### src/rtl/uart_rx_core.sv
// UART receive core.
// Deserialises an asynchronous serial line into WIDTH-bit words, LSB first,
// with no parity. An external baud generator supplies SAMPLING_TICKS baud_tick
// pulses per bit period. Every bit is sampled at its centre. The received word
// is held on rx_data_out, and the level flags rx_ready / rx_error describe the
// most recent frame.
// rst_n is a synchronous, active-HIGH reset. It keeps its historical name.
module uart_rx_core #(
    parameter int WIDTH          = 8,
    parameter int SAMPLING_TICKS = 16,
    parameter int STOP_BITS      = 1
) (
    input  logic             clk,
    input  logic             rst_n,
    input  logic             rx,
    input  logic             baud_tick,
    output logic [WIDTH-1:0] rx_data_out,
    output logic             rx_ready,
    output logic             rx_error
);

    localparam int TICK_W = $clog2(SAMPLING_TICKS) + 1;
    localparam int BIT_W  = $clog2(WIDTH + 1);

    // Terminal counts: the tick that reaches the bit centre, and the tick
    // that completes one full bit period.
    localparam logic [TICK_W-1:0] TICK_MID_LAST = TICK_W'(SAMPLING_TICKS / 2 - 1);
    localparam logic [TICK_W-1:0] TICK_BIT_LAST = TICK_W'(SAMPLING_TICKS - 1);
    localparam logic [BIT_W-1:0]  DATA_LAST     = BIT_W'(WIDTH - 1);
    localparam logic [BIT_W-1:0]  STOP_LAST     = BIT_W'(STOP_BITS - 1);

    localparam logic [1:0] S_IDLE  = 2'd0;
    localparam logic [1:0] S_START = 2'd1;
    localparam logic [1:0] S_DATA  = 2'd2;
    localparam logic [1:0] S_STOP  = 2'd3;

    logic [1:0]        r_sync;
    logic              r_rx_prev;
    logic [1:0]        r_state;
    logic [TICK_W-1:0] r_tick;
    logic [BIT_W-1:0]  r_bit;
    logic [WIDTH-1:0]  r_shift;
    logic              r_stop_err;

    logic w_rx_s;
    logic w_start_edge;
    logic w_tick_mid;
    logic w_tick_bit;
    logic w_stop_err;

    assign w_rx_s       = r_sync[1];
    assign w_start_edge = r_rx_prev & ~w_rx_s;
    assign w_tick_mid   = baud_tick && (r_tick == TICK_MID_LAST);
    assign w_tick_bit   = baud_tick && (r_tick == TICK_BIT_LAST);
    // The error accumulated over the earlier stop bits, plus the bit being sampled now.
    assign w_stop_err   = r_stop_err | ~w_rx_s;

    // Two-flop synchroniser and previous-sample register for edge detection.
    // These registers reset to the idle-high line level, so leaving reset
    // cannot look like a start bit.
    always_ff @(posedge clk) begin
        // NOTE: every register is written with non-blocking assignment so all
        // flops update together on the edge, whatever the statement order.
        if (rst_n) begin
            r_sync    <= 2'b11;
            r_rx_prev <= 1'b1;
        end else begin
            r_sync    <= {r_sync[0], rx};
            r_rx_prev <= w_rx_s;
        end
    end

    // Receive FSM: start qualification, data shift, stop check, result update.
    always_ff @(posedge clk) begin
        if (rst_n) begin
            r_state     <= S_IDLE;
            r_tick      <= '0;
            r_bit       <= '0;
            r_shift     <= '0;
            r_stop_err  <= 1'b0;
            rx_data_out <= '0;
            rx_ready    <= 1'b0;
            rx_error    <= 1'b0;
        end else begin
            case (r_state)
                S_IDLE: begin
                    // baud_tick is ignored in this state. A line held low never
                    // retriggers, because only a 1 -> 0 transition starts a frame.
                    if (w_start_edge) begin
                        rx_ready   <= 1'b0;
                        rx_error   <= 1'b0;
                        r_stop_err <= 1'b0;
                        r_tick     <= '0;
                        r_bit      <= '0;
                        r_state    <= S_START;
                    end
                end

                S_START: begin
                    if (w_tick_mid) begin
                        r_tick  <= '0;
                        r_bit   <= '0;
                        // A high level at the start-bit centre was a glitch.
                        r_state <= w_rx_s ? S_IDLE : S_DATA;
                    end else if (baud_tick) begin
                        r_tick <= r_tick + TICK_W'(1);
                    end
                end

                S_DATA: begin
                    if (w_tick_bit) begin
                        r_tick  <= '0;
                        r_shift <= {w_rx_s, r_shift[WIDTH-1:1]};
                        if (r_bit == DATA_LAST) begin
                            r_bit   <= '0;
                            r_state <= S_STOP;
                        end else begin
                            r_bit <= r_bit + BIT_W'(1);
                        end
                    end else if (baud_tick) begin
                        r_tick <= r_tick + TICK_W'(1);
                    end
                end

                S_STOP: begin
                    if (w_tick_bit) begin
                        r_tick     <= '0;
                        r_stop_err <= w_stop_err;
                        if (r_bit == STOP_LAST) begin
                            // Results are published mid-stop-bit, so the next
                            // falling edge is caught even when frames arrive
                            // back to back.
                            r_bit       <= '0;
                            rx_data_out <= r_shift;
                            rx_ready    <= ~w_stop_err;
                            rx_error    <= w_stop_err;
                            r_state     <= S_IDLE;
                        end else begin
                            r_bit <= r_bit + BIT_W'(1);
                        end
                    end else if (baud_tick) begin
                        r_tick <= r_tick + TICK_W'(1);
                    end
                end

                default: r_state <= S_IDLE;
            endcase
        end
    end

endmodule

### config.mk
export PLATFORM = sky130hd
export DESIGN_NAME = uart_rx_core
export DESIGN_NICKNAME = d
export VERILOG_FILES = /design/src/rtl/uart_rx_core.sv
export SDC_FILE = /design/constraint.sdc
export NUM_CORES = 1
export LEC_CHECK = 0
export ABC_AREA = 1
export CAP_MARGIN = 20
export CORE_MARGIN = 5
export CORE_UTILIZATION = 50
export CTS_CLUSTER_SIZE = 12
export DETAILED_ROUTE_END_ITERATION = 16
export PLACE_DENSITY = 0.84
export REMOVE_ABC_BUFFERS = 1
export SLEW_MARGIN = 15
export SYNTH_ARGS = -nofsm -noshare
export SYNTH_HDL_FRONTEND = slang
export SYNTH_SLANG_ARGS = --single-unit
export TNS_END_PERCENT = 1
### constraint.sdc
create_clock -name clk -period 1.6 [get_ports clk]
set_clock_uncertainty 0.05 [all_clocks]
set_input_delay 0.4 -clock clk [delete_from_list [all_inputs] [get_ports clk]]
set_output_delay 0.4 -clock clk [all_outputs]
set_load 0.03 [all_outputs]
==> run_1/clock_map.png <==
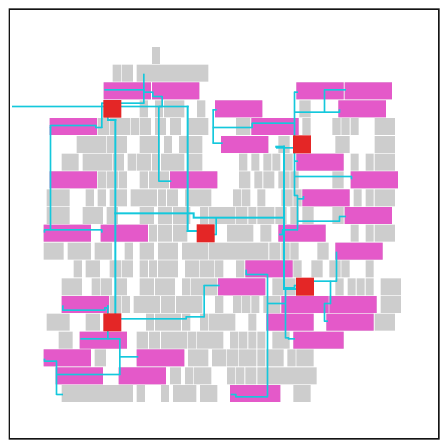
[cyan] clock wires | length: 423 um
[red] cells driving clock nets | count: 5
[magenta] flip-flops | count: 33
flops lie	spread over the die
routed clock nets	6

==> run_1/pdn.png <==
Pins as bars on the die edge. Tap cells in gray.
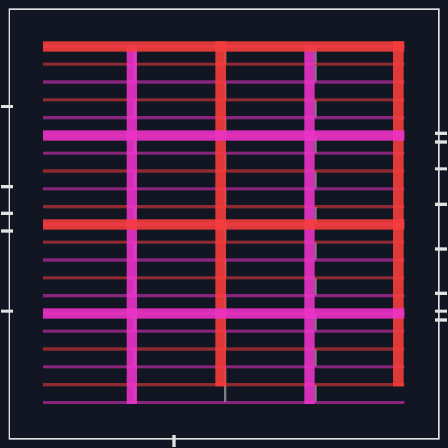
color	net
red	VDD
magenta	VSS
met1 rails	21
met5 straps	4
tap cells	33
signal pins	14
Die W: 65.41 um
CORE AREA: 0.003003 mm^2
Die Y: 65.41 um
Worst VDD drop: 0.0009114 V

==> run_1/cell_classes.png <==
Bar = 20 um.
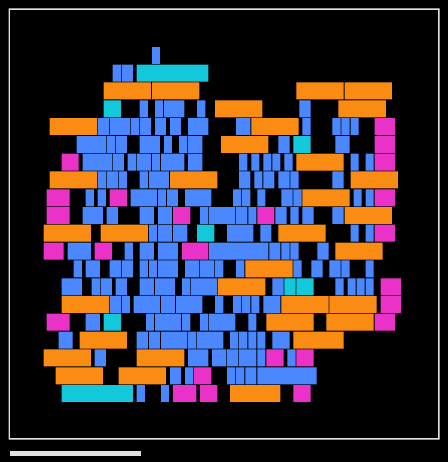
color	class	cells	share of their area
blue	all other logic	167	49%
magenta	other buffers and delay cells	24	11%
orange	flip-flops	33	35%
cyan	clock drivers and dummy loads	8	5.4%

==> run_1/registers.png <==
Other sequential cells in the stronger gray, the rest of the logic in the fainter gray.
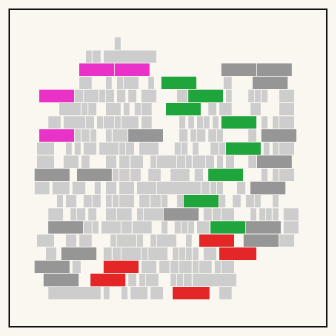
color	signal	flops
green	r_shift	8
red	r_tick	5
magenta	r_bit	4
not colored	16

==> run 1: kinds of logic after synthesis <==
| family | synth area share |
|---|---|
| xor gates and xnor gates | 0.01141 |
| buffers and inverters | 0.08312 |
| AOI/OAI and AO/OA | 0.1443 |
| DFF | 0.4303 |
| and+or+nand+nor | 0.2983 |
| adders and majority gates | 0.03260 |
==> run 1: power breakdown <==
part | leakage, nW | total (W) | internal [W] | switching, W
Clock | 0.0552 | 0.000782 | 0.000483 | 0.000299
Sequential | 0.268 | 0.000877 | 0.000850 | 0.0000267
Combinational | 0.543 | 0.000321 | 0.000123 | 0.000198
Total | 0.867 | 0.00198 | 0.00146 | 0.000524
==> run 1: timing repair <==
action | 4_1_cts | 5_1_grt
setup buffers | 0 | 1
pin swaps | 1 | 7
setup endpoints to repair | 40 | 31
resized | 20 | 25
==> GITHUB_STEP_SUMMARY, run 1 <==
### Flow metrics

| Metric | Value |
|---|---|
| Status | complete, but fails checks |
| Failing checks | setup timing |
| Placed insts | 256 |
| Most instantiated cells after synthesis | nor2_1, dfxtp_1, nand2_1 |
| CTS Root Buffer Type | clkbuf_4 |
| Crit Reg-Reg Endpoint | r_bit[1] |
| Synth Instances | ~200 |
| Buffers excl. clock | 24 |
| Critical path type | flip-flop to flip-flop |
| Layout clock buffer count | 5 |
| Worst R2R Path Depth | 10 |
| Combinational share of cell area | 0.4292 |
| Critical path depth | 10 |
| Average wire per cell in the routed design | 11.18 um |
| Fraction of layout cells with a size suffix above 1 | 0.2802 |
| Synth Cell Area | roughly 0.0015 mm^2 |
| Arr. time, crit path | between 1500 and 2000 ps |
| Final worst setup slack | -18.84 ps |
| Post-route cell area | 0.001953 mm^2 |
| Yosys cell count | ~210 |
| Layout Cells excl Fill | 265 |
| Total GRT Usage | 0.1523 |
| Setup violators final | 1 |
| Max Fclk | around 0.62 GHz |
| Num rows | 20 |
| Met1 Usage GRT | 0.1695 |
| WHS Path Cells | 1 |
| Average cell area after synthesis | about 7.5 um^2 |
| Non-clock buffers, area share | 0.1051 |
| Initial DRC Count | ~86 |
| Static Leak | 0.8665 nW |
| Final setup TNS | -18.84 ps |
| Log Warnings | 28 |
| R2r setup slk | -20 ps |
| Min-Delay Startpoint | r_sync[0] |
| Startpoint Class | flip-flop |
| WHS | between 300 and 400 ps |
| CTS Sinks | 33 |
| Grt ovf | 0 |
| TritonRoute pass-1 iters | 4 |
| Final GP Congestion | about 0.84 |
| GR Layer Usage met2 | 0.2566 |
| Most numerous logic cells after layout | nor2_1, dfxtp_1, nand2_1 |
| Via count | 1326 |
| M3 GR Usage | 0.04103 |
| Hold EP | r_sync[1] |
| Largest net degree at the start of global routing | 14 |
| Most common logic cell in the routed design | nor2_1 |
| Sequential cell area share | 0.3395 |
| Setup crit end | r_bit[1] |
| IO Count | 14 |
| Count leader, synth | nor2_1 |
| Unique cell types | 30 |
| Slew HR | 0.7976 |
| Logic inverters | 24 |
| Multi-input gate area | 838.3 um^2 |
| H-tree levels | 2 |
| Flop Count | 33 |
| Remaining antenna violation count | 0 |
| Slowest CP cell | dfxtp_2 |
| Number of buffers created by CTS | 5 |
| Top FF cell, synth | dfxtp_1 |
| Top Layer Used | met4 |
| Port-buffer cells | 13 |
| Vias in the first global route | around 1300 |
| Vias per cell | 5.004 |
| Final period util | 1.012 |
==> run 2, diff against run 1 <==
Settings changed: SETUP_SLACK_MARGIN set to 0.02.
==> run_2/clock_map.png <==
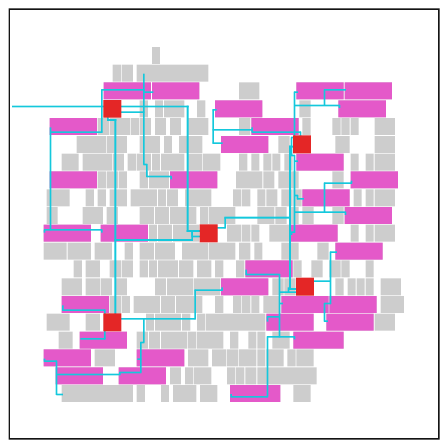
[red] cells driving clock nets | count: 5
[cyan] clock wires | length: 418 um
[magenta] flip-flops | count: 33
routed clock nets	6
flops lie	spread over the die

==> run_2/pdn.png <==
Pins as bars on the die edge. Tap cells in gray.
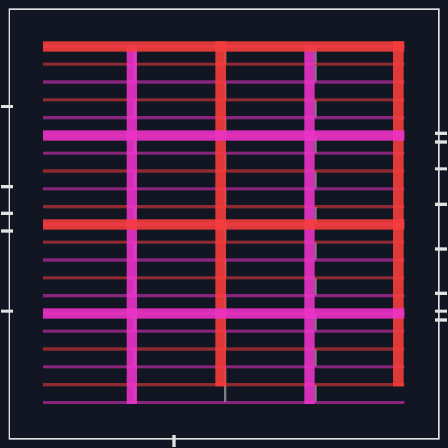
color	net
magenta	VSS
red	VDD
rows	20
tap cells	33
met4 straps	4
signal pins	14

==> run 2 against run 1 <==
  * The run now ends clean
  * Synthesized cell count unchanged
  * Non-clock buffer count unchanged
  * Clock power hardly changed
  * Critical path depth unchanged
  * Fmax up 2.2%
  * Sequential share of layout area decreased by 0.45 points
  * Area after synthesis is the same
  * Combinational power up 6.2%
==> GITHUB_STEP_SUMMARY, run 2 <==
### Flow metrics

| Metric | Value |
|---|---|
| First-pass GRT wire length | between 5000 and 6000 um |
| Slowest CP cell | dfxtp_2 |
| Startpoint Class | flip-flop |
| WHS Path Cells | 1 (unchanged) |
| NumNets Final | ~240 |
| Synth Cell Area | 0.001535 mm^2 (unchanged) |
| Die Y | 65.41 um (unchanged) |
| Critical path type | flip-flop to flip-flop |
| Number of buffers created by CTS | 5 (unchanged) |
| WHS | 389.3 ps (+9.766 ps) |
| Setup crit end | r_bit[0] |
| Top pwr grp | registers |
| Final GP Congestion | 0.8439 (unchanged) |
| Port-buffer cells | 13 (unchanged) |
| Final setup TNS | 0 ps (+18.84 ps) |
| Area Growth Syn to Fin | 28.93% |
| Yosys chip area | 0.001535 mm^2 |
| Flop pwr share | 0.439 (-0.004) |
| Unique cell types | 30 (unchanged) |
| Final period util | 0.9897 (-0.02206) |
| Yosys warning tally | 0 |
| Log Warnings | 28 (unchanged) |
| Remaining antenna violation count | 0 (unchanged) |
| Async SR Flop Fraction | 0 |
| H-tree levels | 2 (unchanged) |
| CTS Sinks | 33 (unchanged) |
| Sequential cell area share | 0.3350 (-0.004508) |
| Buffers excl. clock | 24 (unchanged) |
| Vias per cell | 5.109 (+2.1%) |
| P_clk | 0.000780 W (about the same) |
| Combinational share of cell area | 0.4368 (+0.007576) |
| Multi-input gate area | 864.6 um^2 (+3.1%) |
| NetSw | 0.0005331 W (+1.8%) |
| RSZ-0062 raised after global routing | yes |
| Post-route cell area | 0.001979 mm^2 (+1.3%) |
| Worst R2R Path Depth | 10 (unchanged) |
| Crit Reg-Reg Endpoint | r_bit[0] |
| Average wire per cell in the routed design | 11.41 um (+2.0%) |
| Hold EP | r_sync[1] |
| Die W | 65.41 um (unchanged) |
| Final worst setup slack | 16.46 ps (+35.30 ps) |
| Slew HR | 0.7962 (-0.001339) |
| Num rows | 20 (unchanged) |
| Most numerous logic cells after layout | nor2_1, dfxtp_1, nand2_1 |
| P_seq | 0.000877 W (about the same) |
| Synth Instances | 205 (unchanged) |
| Via count | 1354 (+2.1%) |
| Clock power frac | 0.390 (-0.005) |
| Worst VDD drop | 0.0009117 V (about the same) |
| Grt ovf | 0 (unchanged) |
| Setup violators final | 0 (-1) |
| Logic inverters | 24 (unchanged) |
| Arr. time, crit path | 1770 ps (-70 ps) |
| CTS tree | yes |
| Total GRT Usage | 0.1533 (+0.001080) |
| Comb power | 0.000341 W (+6.2%) |
| Layout clock buffer count | 5 (unchanged) |
| Crit path launch | r_tick[1] |
| Top FF cell, synth | dfxtp_1 |
| CTS Root Buffer Type | clkbuf_4 |
| Flop Count | 33 (unchanged) |
| Yosys cell count | 205 (unchanged) |
| Min-Delay Startpoint | r_sync[0] |
| Non-clock buffers, area share | 0.1024 (-0.002659) |
| R2r setup slk | 20 ps (+40 ps) |
| Layout Cells excl Fill | 265 (unchanged) |
| Max Fclk | 0.6315 GHz (+2.2%) |
| Most used cell, CP | nand2_4 |
| Most instantiated cells after synthesis | nor2_1, dfxtp_1, nand2_1 |
| Initial DRC Count | 91 (+5.8%) |
| CORE AREA | 0.003003 mm^2 (unchanged) |
| Power Internal | 0.001464 W (+0.49%) |
| Count leader, synth | nor2_1 |
| Placed insts | 256 (unchanged) |
| Vias in the first global route | 1253 (unchanged) |
| Fraction of layout cells with a size suffix above 1 | 0.3017 (+0.02155) |
| Sw Ratio | 0.2669 (+0.002529) |
| TritonRoute pass-1 iters | 4 (unchanged) |
| Status | finished, final reports clean |
| IO Count | 14 (unchanged) |
| Critical path depth | 10 (unchanged) |
| Largest net degree at the start of global routing | 14 (unchanged) |
| Average cell area after synthesis | 7.489 um^2 (unchanged) |
| Static Leak | 0.8632 nW (-0.39%) |
| Comb pwr share | 0.171 (+0.009) |
| Crit-path leading delay family | simple AND/OR/NAND/NOR gates |
| Most common logic cell in the routed design | nor2_1 |
==> run_2/registers.png <==
Other sequential cells in the stronger gray, the rest of the logic in the fainter gray.
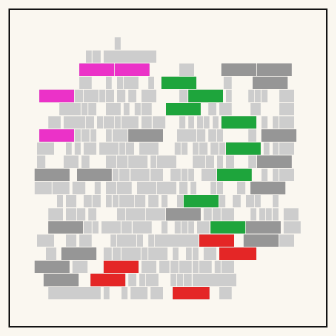
color	signal	flops
magenta	r_bit	4
green	r_shift	8
red	r_tick	5

[run 2: cell counts after synthesis]
Identical to the previous run, type by type.
[run 2: metal layers]
metal,wire [um],vias up,GRT usage
met2,1482,25,0.2592
met3,126,8,0.04103
li1,-,709,-
met4,72,0,0.09326
met1,1343,612,0.1706
met5,0,-,0
[run 2: repair_timing]
item / CTS / global route
pin swaps: 4 / 13
setup endpoints to repair: 40 / 33
buffers inserted: 0 / 1
resized: 21 / 42
[run 2: cells by family after synthesis]
family                   count (synthesis)  share of synthesized area
XOR/XNOR                                 2                    0.01141
adder cells (fa/ha/maj)                  4                    0.03260
flip-flops                              33                     0.4303
AND-OR/OR-AND                           42                     0.1443
buffers and inverters                   29                    0.08312
AND/OR/NAND/NOR                         95                     0.2983
No activity file was given, so power comes from the tool's default toggle rates.
